### src/rtl/wb_regfile_if.sv
// Writeback-to-register-file bus: W-stage write request, D-stage read ports, commit trace.
interface wb_regfile_if #(
  parameter int unsigned DATA_W = 32
);
  logic              we;
  logic [4:0]        wa;
  logic [DATA_W-1:0] wd;
  logic [31:0]       wpc;
  logic [4:0]        ra1;
  logic [4:0]        ra2;
  logic [DATA_W-1:0] rd1;
  logic [DATA_W-1:0] rd2;
  logic              commit_valid;
  logic [31:0]       commit_pc;
  logic [4:0]        commit_reg;
  logic [DATA_W-1:0] commit_data;
  logic [31:0]       wcount;

  modport master (
    output we, wa, wd, wpc, ra1, ra2,
    input  rd1, rd2, commit_valid, commit_pc, commit_reg, commit_data, wcount
  );

  modport slave (
    input  we, wa, wd, wpc, ra1, ra2,
    output rd1, rd2, commit_valid, commit_pc, commit_reg, commit_data, wcount
  );
endinterface

### src/rtl/wb_regfile.sv
// General register file on the writeback side: one write port, two bypassing read ports,
// plus a registered commit record and accepted-write counter for trace checking.
module wb_regfile #(
  parameter int unsigned DATA_W = 32,
  parameter bit          BYPASS = 1'b1
) (
  input  logic           clk,
  input  logic           reset,
  wb_regfile_if.slave    bus
);

  localparam int unsigned NREGS = 32;
  localparam int unsigned CNT_W = 32;

  logic [DATA_W-1:0] regs [NREGS];
  logic [CNT_W-1:0]  wcount_q;
  logic              accept;

  // Writes to r0 are dropped entirely: no storage, no commit, no count.
  assign accept     = bus.we && (bus.wa != 5'd0);
  assign bus.wcount = wcount_q;

  // Read port 1: r0 reads zero, then same-cycle bypass, then storage.
  always_comb begin
    bus.rd1 = regs[bus.ra1];
    if (bus.ra1 == 5'd0) begin
      bus.rd1 = '0;
    end else if (BYPASS && bus.we && (bus.wa == bus.ra1)) begin
      bus.rd1 = bus.wd;
    end
  end

  // Read port 2: identical selection to port 1.
  always_comb begin
    bus.rd2 = regs[bus.ra2];
    if (bus.ra2 == 5'd0) begin
      bus.rd2 = '0;
    end else if (BYPASS && bus.we && (bus.wa == bus.ra2)) begin
      bus.rd2 = bus.wd;
    end
  end

  // Storage, commit record and counter; reset wins over a coincident write.
  always_ff @(posedge clk) begin
    if (reset) begin
      for (int unsigned i = 0; i < NREGS; i++) begin
        regs[5'(i)] <= '0;
      end
      bus.commit_valid <= 1'b0;
      bus.commit_pc    <= '0;
      bus.commit_reg   <= '0;
      bus.commit_data  <= '0;
      wcount_q         <= '0;
    end else begin
      bus.commit_valid <= accept;
      if (accept) begin
        regs[bus.wa]    <= bus.wd;
        bus.commit_pc   <= bus.wpc;
        bus.commit_reg  <= bus.wa;
        bus.commit_data <= bus.wd;
      end
      // Counter is rewritten every cycle so it wraps naturally at 2^32.
      wcount_q <= wcount_q + CNT_W'(accept);
    end
  end

endmodule

### src/flat_wrapper.sv
// flat-port wrapper written by rule: the top's interface ports become plain ports
module wb_regfile_flat 
#(
  parameter int unsigned DATA_W = 32,
  parameter bit          BYPASS = 1'b1
)
  (clk, reset, bus_we, bus_wa, bus_wd, bus_wpc, bus_ra1, bus_ra2, bus_rd1, bus_rd2, bus_commit_valid, bus_commit_pc, bus_commit_reg, bus_commit_data, bus_wcount);
  wb_regfile_if #(.DATA_W(DATA_W)) bus_i ();
  input  logic clk;
  input  logic reset;
  input wire logic [$bits(bus_i.we)-1:0] bus_we;
  input wire logic [$bits(bus_i.wa)-1:0] bus_wa;
  input wire logic [$bits(bus_i.wd)-1:0] bus_wd;
  input wire logic [$bits(bus_i.wpc)-1:0] bus_wpc;
  input wire logic [$bits(bus_i.ra1)-1:0] bus_ra1;
  input wire logic [$bits(bus_i.ra2)-1:0] bus_ra2;
  output wire logic [$bits(bus_i.rd1)-1:0] bus_rd1;
  output wire logic [$bits(bus_i.rd2)-1:0] bus_rd2;
  output wire logic [$bits(bus_i.commit_valid)-1:0] bus_commit_valid;
  output wire logic [$bits(bus_i.commit_pc)-1:0] bus_commit_pc;
  output wire logic [$bits(bus_i.commit_reg)-1:0] bus_commit_reg;
  output wire logic [$bits(bus_i.commit_data)-1:0] bus_commit_data;
  output wire logic [$bits(bus_i.wcount)-1:0] bus_wcount;
  assign bus_i.we = bus_we;
  assign bus_i.wa = bus_wa;
  assign bus_i.wd = bus_wd;
  assign bus_i.wpc = bus_wpc;
  assign bus_i.ra1 = bus_ra1;
  assign bus_i.ra2 = bus_ra2;
  assign bus_rd1 = bus_i.rd1;
  assign bus_rd2 = bus_i.rd2;
  assign bus_commit_valid = bus_i.commit_valid;
  assign bus_commit_pc = bus_i.commit_pc;
  assign bus_commit_reg = bus_i.commit_reg;
  assign bus_commit_data = bus_i.commit_data;
  assign bus_wcount = bus_i.wcount;
  wb_regfile #(.DATA_W(DATA_W), .BYPASS(BYPASS)) u_core (.clk(clk), .reset(reset), .bus(bus_i));
endmodule
### config.mk
export PLATFORM = sky130hd
export DESIGN_NAME = wb_regfile_flat
export DESIGN_NICKNAME = d
export VERILOG_FILES = /design/src/rtl/wb_regfile_if.sv /design/src/rtl/wb_regfile.sv /design/src/flat_wrapper.sv
export SDC_FILE = /design/constraint.sdc
export NUM_CORES = 2
export LEC_CHECK = 0
export ABC_AREA = 1
export CAP_MARGIN = 20
export CORE_MARGIN = 1.5
export CORE_UTILIZATION = 45
export CTS_CLUSTER_DIAMETER = 60
export DETAILED_ROUTE_END_ITERATION = 16
export SYNTH_ARGS = -nofsm -noshare
export SYNTH_HDL_FRONTEND = slang
export SYNTH_SLANG_ARGS = --single-unit
### constraint.sdc
create_clock -name clk -period 7.2 [get_ports clk]
set_input_delay 2.16 -clock clk [delete_from_list [all_inputs] [get_ports clk]]
set_output_delay 2.16 -clock clk [all_outputs]
set_load 0.02 [all_outputs]
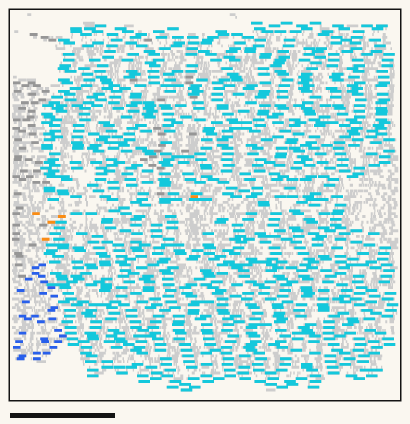
Fig. 1. Sequential cells colored by netlist name.
The bar under the picture is 100 um long. Other sequential cells in the stronger gray, the rest of the logic in the fainter gray.
[cyan] u_core.regs | sequential cells: 1024 | where: all over the die
[orange] u_core.bus.commit_reg | sequential cells: 5 | where: west
[blue] u_core.bus.wcount | sequential cells: 32 | where: south-west
not colored: 65
Flop area: 32800 um2
final core occ: 52.1%
sequential power: 7.63 mW
fraction of area in registers: 46.4%

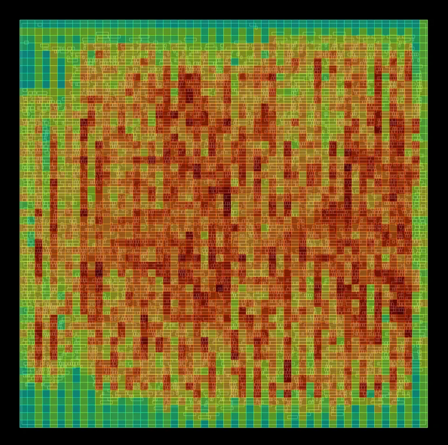
Fig. 2. Routing congestion map.
routed len/inst: 26.7 um
Most Crowded Layer GR: met2
Global Route met1 Usage: 45.6%
overall global routing resource usage: 34.9%
fraction of met2 tracks used by global routing: 53.4%

==> reports/writeup.txt <==
The tools report the wire length on met2 as 109000 um. The synthesized netlist devotes 25.4% of its cell area to simple gates. Number of top-level design ports: 248.

The global routing report lists met3 layer usage as 8.76%. Counting cells, the worst reg-to-reg path comes to 11. The design has 1126 sequential cells. The worst setup path is captured at an output pin.

Looking at the clock tree report, the root buffer type is sky130_fd_sc_hd__clkbuf_16. Power spread over the standard cell area amounts to 237 nW/um2. Across the run, the number of max-cap violations was 0. Derived from the worst setup path, the maximum achievable clock frequency is 139 MHz. Grouping stages by cell kind, the critical path spends the most delay in buffers and inverters. With the xor/xnor share of the synthesized area at 0.0569%, the residual DRC count is 0. The cell with the largest stage delay on the worst path is sky130_fd_sc_hd__clkdlybuf4s50_1. Data on the critical path is required at its endpoint by 5.04 ns. The net switching power is 4.69 mW, and the pre-CTS worst setup slack is 0.169 ns. With the number of instances in the synthesized netlist at 7437, the final-layout fill cell count is 12600.

The largest stage delay on the critical path works out to 0.74 ns. Setup repair after global routing left no endpoint under its margin. Net switching is 27.9% of the power. Looking at the cell usage after synthesis, the top flip-flop cell is sky130_fd_sc_hd__edfxtp_1.

The combinational fraction of design power is 14.8%. With the number of global-route vias before repair at 53100, the inverter tally of the final layout excluding the clock network is 692. The run gives 31400 um as the wire length on met3.

The relative area of clock buffers and inverters in the final design is 5.94%. Cell total in the yosys stat output: 7437. In the routed layout, each cell is associated on average with a via count of 6.13.

The run gives 9104 for the instance count after placement with tap cells included. The residual antenna-violating net count after detailed routing came out at 0. In this run the worst setup path terminates at bus_rd2[15]. Combinational power for this build is 2.48 mW. Across the placement rows, the number of tap cells is 1781. Ranking logic cells in the layout by count gives the top entries sky130_fd_sc_hd__nand2_1 (1239), sky130_fd_sc_hd__nor2_1 (1225), sky130_fd_sc_hd__nand3_1 (1077). The post-synthesis area per instance is 8.28 um2, and the area growth from synthesis to layout is 14.8%. The total of hold buffers inserted after clock tree synthesis is 0.

Class of the tightest hold or removal check: reg -> reg. Buffers added to address setup during post-CTS repair amount to 0. The run finished with clean final reports.
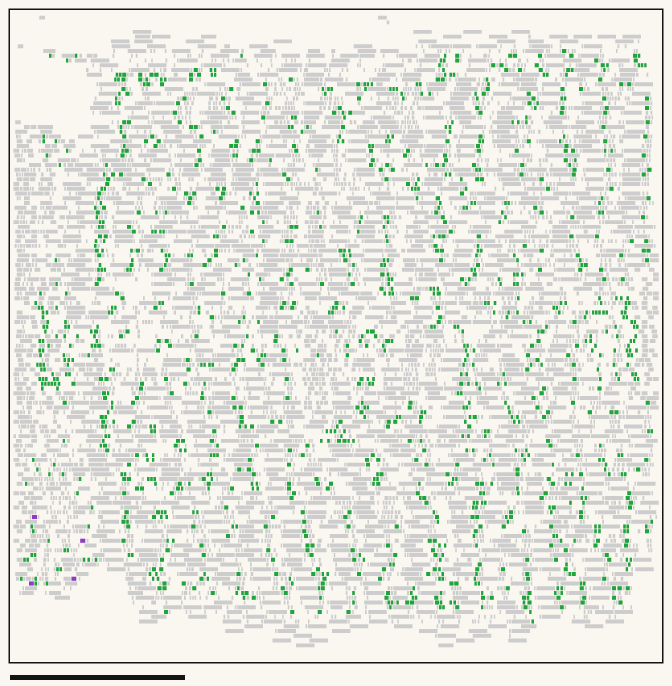
Fig. 3. Gate families picked out.
The bar under the picture is 100 um long.
[purple] xor and xnor cells | cells: 4 | where: south-west
[green] aoi and oai cells | cells: 1245 | where: all over the die
fraction of area in multi-input gates: 33.2%
non-filler instance count after layout: 9341
most frequent standard cell in the layout excluding fill and tap cells: sky130_fd_sc_hd__nand2_1

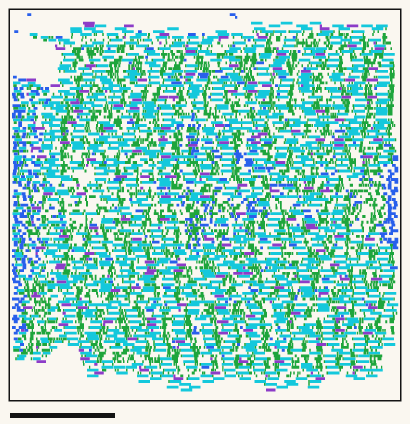
Fig. 4. Cells colored by class.
The bar under the picture is 100 um long.
[blue] remaining buffers and delay cells | cells: 526 | share of their area: 7.8%
[green] combinational and other logic | cells: 5671 | share of their area: 38%
[cyan] sequential cells | cells: 1126 | share of their area: 48%
[purple] clock drivers and dummy loads | cells: 235 | share of their area: 6.1%
row count: 135
area of the placeable core: 136000 um2
final non-filler cell area: 70700 um2

Power and IR drop assume default switching activity.
